--- src/rtl/rng_address_sched.sv ---
// rng_address_sched: round-robin front end that shares one
// rngAddress (which mod count) reduction unit among requesters.
module rng_address_sched #(
  parameter int NUM_REQ = 4,
  parameter int DATA_W  = 16,
  parameter int TIMEOUT = 65540
) (
  input  logic                      clock,
  input  logic                      nrst,
  input  logic [NUM_REQ-1:0]        req,
  input  logic [NUM_REQ*DATA_W-1:0] req_which,
  input  logic [NUM_REQ*DATA_W-1:0] req_count,
  output logic [NUM_REQ-1:0]        ack,
  output logic [DATA_W-1:0]         rsp_address,
  output logic                      rsp_err,
  output logic                      busy,
  output logic                      unit_nrst,
  output logic                      unit_start,
  output logic [DATA_W-1:0]         unit_which,
  output logic [DATA_W-1:0]         unit_count,
  input  logic [DATA_W-1:0]         unit_address,
  input  logic                      unit_done
);

  localparam int PW = $clog2(NUM_REQ);
  localparam int CW = $clog2(TIMEOUT);
  localparam logic [CW-1:0] CNT_LAST = CW'(TIMEOUT - 1);
  localparam logic [PW:0]   NREQ     = (PW+1)'(NUM_REQ);
  localparam logic [PW-1:0] PTR_LAST = PW'(NUM_REQ - 1);

  typedef enum logic [2:0] {
    IDLE, CLR, START, WAIT, RESP
  } state_t;

  state_t state, state_n;

  logic [PW-1:0]     ptr, ptr_n;
  logic [PW-1:0]     gnt, gnt_n;
  logic [CW-1:0]     tcnt, tcnt_n;
  logic [DATA_W-1:0] which_n, count_n;
  logic [DATA_W-1:0] addr_n;
  logic              err_n;

  logic [DATA_W-1:0] which_a [NUM_REQ];
  logic [DATA_W-1:0] count_a [NUM_REQ];
  logic              hit;
  logic [PW-1:0]     pick;
  logic [PW:0]       idx;

  always_comb begin
    for (int i = 0; i < NUM_REQ; i++) begin
      which_a[i] = req_which[i*DATA_W +: DATA_W];
      count_a[i] = req_count[i*DATA_W +: DATA_W];
    end
  end

  // Scan downward so the smallest offset from ptr wins.
  always_comb begin
    hit  = 1'b0;
    pick = '0;
    idx  = '0;
    for (int k = NUM_REQ - 1; k >= 0; k--) begin
      idx = {1'b0, ptr} + (PW+1)'(k);
      if (idx >= NREQ) idx = idx - NREQ;
      if (req[idx[PW-1:0]]) begin
        hit  = 1'b1;
        pick = idx[PW-1:0];
      end
    end
  end

  always_comb begin
    state_n = state;
    ptr_n   = ptr;
    gnt_n   = gnt;
    tcnt_n  = tcnt;
    which_n = unit_which;
    count_n = unit_count;
    addr_n  = rsp_address;
    err_n   = rsp_err;
    unique case (state)
      IDLE: begin
        if (hit) begin
          gnt_n   = pick;
          ptr_n   = (pick == PTR_LAST) ? '0 : pick + 1'b1;
          which_n = which_a[pick];
          count_n = count_a[pick];
          if (count_a[pick] == '0) begin
            addr_n  = '0;
            err_n   = 1'b1;
            state_n = RESP;
          end else begin
            state_n = CLR;
          end
        end
      end
      CLR:   state_n = START;
      START: begin
        tcnt_n  = '0;
        state_n = WAIT;
      end
      WAIT: begin
        tcnt_n = tcnt + 1'b1;
        if (unit_done) begin
          addr_n  = unit_address;
          err_n   = 1'b0;
          state_n = RESP;
        end else if (tcnt == CNT_LAST) begin
          addr_n  = '0;
          err_n   = 1'b1;
          state_n = RESP;
        end
      end
      RESP:    state_n = IDLE;
      default: state_n = IDLE;
    endcase
  end

  always_ff @(posedge clock or negedge nrst) begin
    if (!nrst) begin
      state       <= IDLE;
      ptr         <= '0;
      gnt         <= '0;
      tcnt        <= '0;
      ack         <= '0;
      rsp_address <= '0;
      rsp_err     <= 1'b0;
      busy        <= 1'b0;
      unit_nrst   <= 1'b0;
      unit_start  <= 1'b0;
      unit_which  <= '0;
      unit_count  <= '0;
    end else begin
      state       <= state_n;
      ptr         <= ptr_n;
      gnt         <= gnt_n;
      tcnt        <= tcnt_n;
      ack         <= (state_n == RESP) ? (NUM_REQ'(1) << gnt_n) : '0;
      rsp_address <= addr_n;
      rsp_err     <= err_n;
      busy        <= (state_n != IDLE);
      unit_nrst   <= (state_n != CLR);
      unit_start  <= (state_n == START);
      unit_which  <= which_n;
      unit_count  <= count_n;
    end
  end

endmodule

--- config.mk ---
export PLATFORM = sky130hd
export DESIGN_NAME = rng_address_sched
export DESIGN_NICKNAME = d
export VERILOG_FILES = /design/src/rtl/rng_address_sched.sv
export SDC_FILE = /design/constraint.sdc
export NUM_CORES = 1
export LEC_CHECK = 0
export CORE_ASPECT_RATIO = 0.9
export CORE_MARGIN = 5
export CORE_UTILIZATION = 42
export DETAILED_ROUTE_END_ITERATION = 6
export MAX_ROUTING_LAYER = met4
export PLACE_DENSITY = 0.88
export SYNTH_ARGS = -nofsm -noshare
export SYNTH_HDL_FRONTEND = slang
export SYNTH_SLANG_ARGS = --single-unit
--- constraint.sdc ---
create_clock -name clock -period 2.75 [get_ports clock]
set_clock_uncertainty 0.15 [all_clocks]
set_input_delay 0.55 -clock clock [delete_from_list [all_inputs] [get_ports clock]]
set_output_delay 0.55 -clock clock [all_outputs]
set_load 0.005 [all_outputs]
Run 1, close-up of the layout:
Region (34, 50) to (84, 100) um. Cells in gray, sequential cells in the stronger gray; small squares are vias.
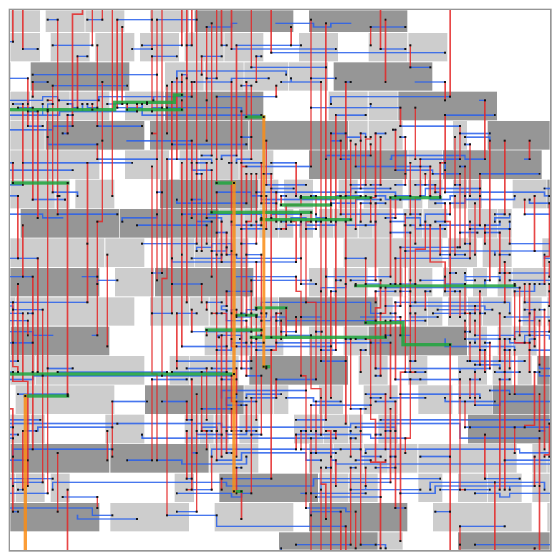
Key: met2 = red; met1 = blue; met4 = orange; met3 = green
Netlist names of flops here include tcnt (14), rsp_address (6), state (3). Most frequent: dfrtp_1 (31), nand2_1 (24), clkdlybuf4s50_1 (21). 178 logic cells have their middle in the window. Sequential cells in the window: 31.

Run 1, supply network:
(4 px per um) Pins as bars on the die edge.
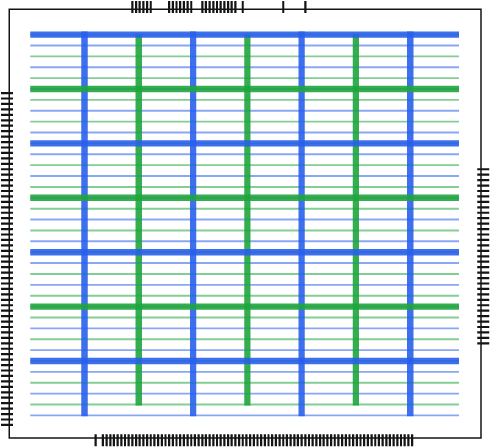
Key: VSS = blue; VDD = green
36 met1 rails follow the rows. The core has 35 rows. 7 straps on met5.

Run 1, wire density map:
(3 px per um) The die is cut into 24 by 21 equal tiles; dark purple is low, yellow is high, scaled to the fullest tile. Values are wire area over tile area, all layers added.
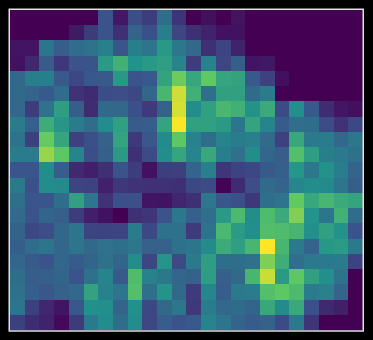
The emptiest ninth of the die: north-east. The mean over all tiles is 0.18. 19% of the tiles are over half the peak. The fullest tile reaches 0.57. 12% of the tiles are nearly empty.
Final Routed Wirelength: 14,400 um
vias after detailed routing: 4,368
wire length per cell: 17.9 um

==> run notes, run 1 <==
impl run done, here's what came out: run status finished with violations, failing checks setup timing, Final ANT Viol Nets 0, Post-synth top flop dfrtp_1, fa+ha+maj area frac 0.286%, Sw Share 34.6%, row cnt 35, CTS H-tree depth 3, initial antenna violation count 0, max reg flops 17, PnR worst setup slack -0.0535 ns, Core Area 0.0102 mm2, VDD IR-drop max 0.493 mV, total power draw 6510 uW, Main logic family multiplexers, buffer share of cell area 35.3%, fill cell count 700, hpwl dp 10,300 um, Period minus WS final 2.80 ns, Largest Register tcnt, Flops 80, Pre-Place Util 42.8%, Syn Std Cell Area 0.00437 mm2, first-pass GRT wire length 22,900 um, Lkg Pwr 0.00315 uW, ClkCell Share 4.13%, drt via density 5.44, Num CTS Buffers 9, Buf/Inv on CP 4, Post-synth EDFFs 0, final setup vio count 17, delay-heaviest family, CP simple AND/OR/NAND/NOR gates
run 1: per-layer routing:
| metal | track usage [%] | vias up |
|---|---|---|
| met3 | 4.59 | 25 |
| met2 | 38.7 | 169 |
| met1 | 27.9 | 2117 |
| met4 | 7.04 | 0 |
| li1 | - | 2057 |
| met5 | - | - |
run 1: worst register-to-register path: stages (launching register included):
cell	delay (ns)
dfrtp_1	0.39
nand2b_1	0.20
a21oi_2	0.20
a21oi_4	0.05
buf_6	0.13
buf_12	0.13
buf_4	0.13
mux2i_1	0.14
mux2_2	0.19
nand4_1	0.15
nor2_2	0.19
nand3_4	0.19
buf_12	0.20
a32o_2	0.24
run 1: power groups by stage:
stage               sequential (uW)  clock [uW]  combinational [uW]
floorplan                      1910           0                1510
global placement               1870           0                3000
detailed placement             1900           0                3100
CTS                            1890        1220                3400
global route                   1960        1280                3700
finish                         1900        1200                3420
run 1: final timing paths:
path / from / end / slack, ns / cells past startpoint
max reg2reg: ptr[0] / rsp_address[0] / -0.05 / 13
min: nrst / unit_which[1] / 0.02 / 1
max: ptr[0] / rsp_address[0] / -0.05 / 13
min in group clock: unit_which[8] / unit_which[8] / 0.33 / 2
min reg2reg: unit_which[8] / unit_which[8] / 0.33 / 2
max in group asynchronous: nrst / ack[3] / 1.84 / 2
run 1: timing repair:
item,CTS,global route
endpoints found under the hold margin,0,0
setup endpoints to repair,24,22
setup buffers,11,4
pin swaps,11,21
cloned,5,1
gates resized,26,16
run 1: metrics by stage:
step | cell area (um2) | TNS, ns | utilization (%)
global route | 7350 | -2.36 | 72.1
finish | 7350 | -0.453 | 72.1
floorplan | 4370 | 0 | -
detailed placement | 6710 | -14.96 | 65.8
global placement | 6710 | -12.19 | 65.8
CTS | 7320 | 0 | 71.7
==> run 2: changes to the inputs <==
--- a/config.mk
+++ b/config.mk
@@ -11,6 +11,7 @@
 export DETAILED_ROUTE_END_ITERATION = 6
 export MAX_ROUTING_LAYER = met4
 export PLACE_DENSITY = 0.88
+export SLEW_MARGIN = 20
 export SYNTH_ARGS = -nofsm -noshare
 export SYNTH_HDL_FRONTEND = slang
 export SYNTH_SLANG_ARGS = --single-unit
Run 2, supply network:
(4 px per um) Pins as bars on the die edge.
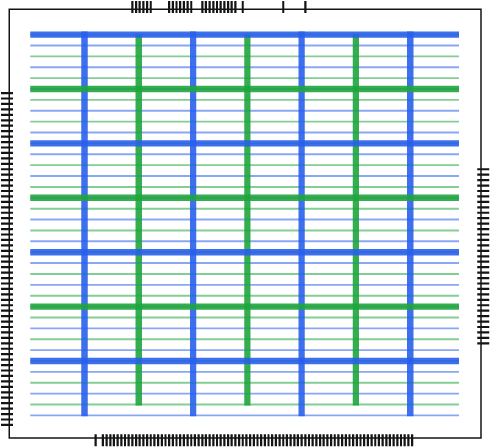
Key: VDD = green; VSS = blue
36 met1 rails follow the rows. 207 signal pins sit on the boundary. The core has 35 rows. 7 straps on met4. 7 straps on met5.

==> run notes, run 2 <==
impl run done, here's what came out: Post-synth top flop dfrtp_1, Worst R2R Start ptr[0], Syn Std Cell Area 0.00437 mm2 (unchanged), initial antenna violation count 0 (unchanged), vias after detailed routing 4,368 (unchanged), run status finished with violations, Largest Register tcnt, Buf/Inv on CP 4 (unchanged), Core Util, Final 72.1% (unchanged), Reg2Reg Depth 13 (unchanged), Post-synth EDFFs 0 (unchanged), PnR worst setup slack -0.0535 ns (unchanged), worst reg2reg setup slack -0.05 ns (about the same), failing checks setup timing, Main logic family multiplexers, max reg flops 17 (unchanged), most used routing layer met2, Post-DP Area 0.00671 mm2 (unchanged), final setup vio count 17 (unchanged), WP depth 13 (unchanged), row cnt 35 (unchanged)
Run 2, cells by drive strength:
(2 px per um)
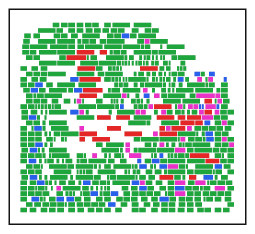
Key: drive 3 to 4 = magenta [cells 43, most used buf_4]; drive 6 and up = red [cells 30, most used clkbuf_16]; drive 1 or less = green [cells 558, most used clkdlybuf4s50_1]; drive 2 = blue [cells 43, most used mux2_2]
Design Area, Final: 0.00735 mm2
PnR worst setup slack: -0.0535 ns
bufs w/o clock: 252

==> run 2: cell counts after synthesis <==
Identical to the previous run, type by type.
==> run 2: worst max path at each step <==
stage                start              end  slack, ns
floorplan           req[0]  rsp_address[11]       0.11
global placement    req[0]   rsp_address[0]      -0.50
detailed placement  req[0]   rsp_address[0]      -0.59
CTS                 req[0]   rsp_address[0]     0.0009
global route        ptr[0]  rsp_address[12]      -0.14
finish              ptr[0]   rsp_address[0]      -0.05
==> run 2: layout make-up <==
cell class / count / share of cell area, %
Timing Repair Buffer: 252 / 35.3
Sequential cell: 80 / 27.2
Multi-Input combinational cell: 319 / 30.8
Inverter: 7 / 0.357
Clock buffer: 9 / 3.06
Clock inverter: 7 / 1.07
Tap cell: 129 / 2.20
==> run 2: routing by layer <==
metal  part of all wire, %  vias up
met5                     0        -
met3                   5.7       25
li1                      -     2057
met2                    52      169
met1                    40     2117
met4                   2.3        0
==> run 2: per-stage QoR <==
| step | hold WS, ns | worst slack [ns] | cells | power, uW | setup TNS, ns |
|---|---|---|---|---|---|
| after global placement | 0.312 | -0.497 | 768 | 4870 | -12.19 |
| after CTS | 0.0320 | 0.000860 | 800 | 6510 | 0 |
| after detailed placement | 0.320 | -0.595 | 768 | 5000 | -14.96 |
| after floorplan | 0.104 | 0.114 | 437 | 3420 | 0 |
| final | 0.0200 | -0.0535 | 803 | 6510 | -0.453 |
| after global routing | 0.0519 | -0.137 | 803 | 6930 | -2.36 |
==> run 2: report_power, final <==
part	switching [uW]	internal (uW)	total, uW
logic	1500	1920	3420
registers	269	1630	1900
clock network	486	711	1200
total	2250	4260	6510
==> run 2: timing repair <==
item	in CTS	in global routing
resized	26	16
hold buffers	0	0
pin swaps	11	21
buffers inserted	11	4
endpoints found under the setup margin	24	22
cloned	5	1
==> run 3: changes to the inputs <==
--- a/config.mk
+++ b/config.mk
@@ -5,6 +5,7 @@
 export SDC_FILE = /design/constraint.sdc
 export NUM_CORES = 1
 export LEC_CHECK = 0
+export CAP_MARGIN = 40
 export CORE_ASPECT_RATIO = 0.9
 export CORE_MARGIN = 5
 export CORE_UTILIZATION = 42
Run 3, cells by drive strength:
(2 px per um)
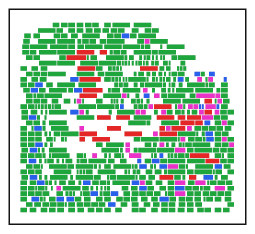
Key: drive 6 and up = red [cells 30, most used clkbuf_16]; drive 2 = blue [cells 43, most used mux2_2]; drive 3 to 4 = magenta [cells 43, most used buf_4]; drive 1 or less = green [cells 558, most used clkdlybuf4s50_1]

Run 3, placed standard cells:
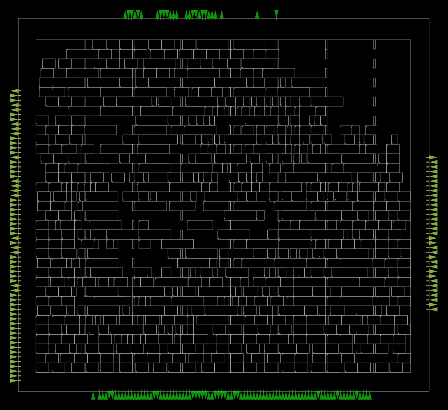
row cnt: 35
Core Area: 0.0102 mm2
fill cell count: 700
Core Util, Final: 72.1%
Layout Cells excl Fill: 803

==> run notes, run 3 <==
impl run done, here's what came out: Crit path top cell by count buf_12, Buf/Inv on CP 4 (unchanged), PnR worst setup slack -0.0535 ns (unchanged), WP depth 13 (unchanged), run status finished with violations, Routed met2 length 7440 um (unchanged), most used routing layer met2, Fin Setup TNS -0.453 ns (unchanged), vias after detailed routing 4,368 (unchanged), share of power burned in registers 29.1% (about the same), Sw Share 34.6% (unchanged), initial antenna violation count 0 (unchanged), Reg2Reg Depth 13 (unchanged), CTS H-tree depth 3, nets 821, final setup vio count 17 (unchanged), Syn Std Cell Area 0.00437 mm2 (unchanged), worst reg2reg setup slack -0.05 ns (about the same), failing checks setup timing, pwr/cell area 886 mW/mm2, Largest Register tcnt, routed metal-1 wirelength 5760 um (unchanged), Peak Freq 357 MHz, Worst R2R Start ptr[0], clock network power share 18.4% (about the same), net switching power 2250 uW (unchanged), met3 wire length 826 um (unchanged), Post-synth top flop dfrtp_1, worst min-delay path class in2async, FF+latch count, synth 80, Post-synth EDFFs 0 (unchanged), cell internal pwr 4260 uW (unchanged), worst setup path end rsp_address[0], Gate power share 52.5% (about the same), placed insts 768 (unchanged), DR pass1 iterations 5, hold_ws 0.0200 ns (unchanged), CTS Hold Buffers Added 0 (unchanged), crit path launch ptr[0]
[run 3: cell counts after synthesis]
Identical to the previous run, type by type.
[run 3: area by class of cell]
| type | instances | area, um2 |
|---|---|---|
| well taps | 129 | 161 |
| clock inverters | 7 | 78.8 |
| clock buffers | 9 | 225 |
| repair buffers | 252 | 2590 |
| flip-flops and latches | 80 | 2000 |
| multi-input cells | 319 | 2270 |
| fillers | 700 | 2850 |
| inverters | 7 | 26.3 |
[run 3: cells by family after synthesis]
group                    share of synthesized area [%]
AND/OR/NAND/NOR                                   12.8
AND-OR/OR-AND                                     17.0
multiplexers                                      19.5
flip-flops                                        45.8
buffers and inverters                             4.46
XOR/XNOR                                         0.200
adder cells (fa/ha/maj)                          0.286
[run 3: power groups by stage]
| stage | Sequential (uW) | Clock (uW) | Combinational, uW |
|---|---|---|---|
| after CTS | 1890 | 1220 | 3400 |
| after global routing | 1960 | 1280 | 3700 |
| after floorplan | 1910 | 0 | 1510 |
| after detailed placement | 1900 | 0 | 3100 |
| after global placement | 1870 | 0 | 3000 |
| final | 1900 | 1200 | 3420 |
[run 3: per-stage QoR]
| step | worst slack [ns] | total power (uW) | area [um2] | util [%] |
|---|---|---|---|---|
| 2_1_floorplan | 0.114 | 3420 | 4370 | - |
| 3_3_place_gp | -0.497 | 4870 | 6710 | 65.8 |
| 3_5_place_dp | -0.595 | 5000 | 6710 | 65.8 |
| 4_1_cts | 0.000860 | 6510 | 7320 | 71.7 |
| 5_1_grt | -0.137 | 6930 | 7350 | 72.1 |
| 6_report | -0.0535 | 6510 | 7350 | 72.1 |
[run 3: what timing repair did]
action / CTS / global route
pin swaps: 11 / 21
gates cloned: 5 / 1
setup endpoints to repair: 24 / 22
resized: 26 / 16
setup buffers: 11 / 4
No activity file was given, so power comes from the tool's default toggle rates.
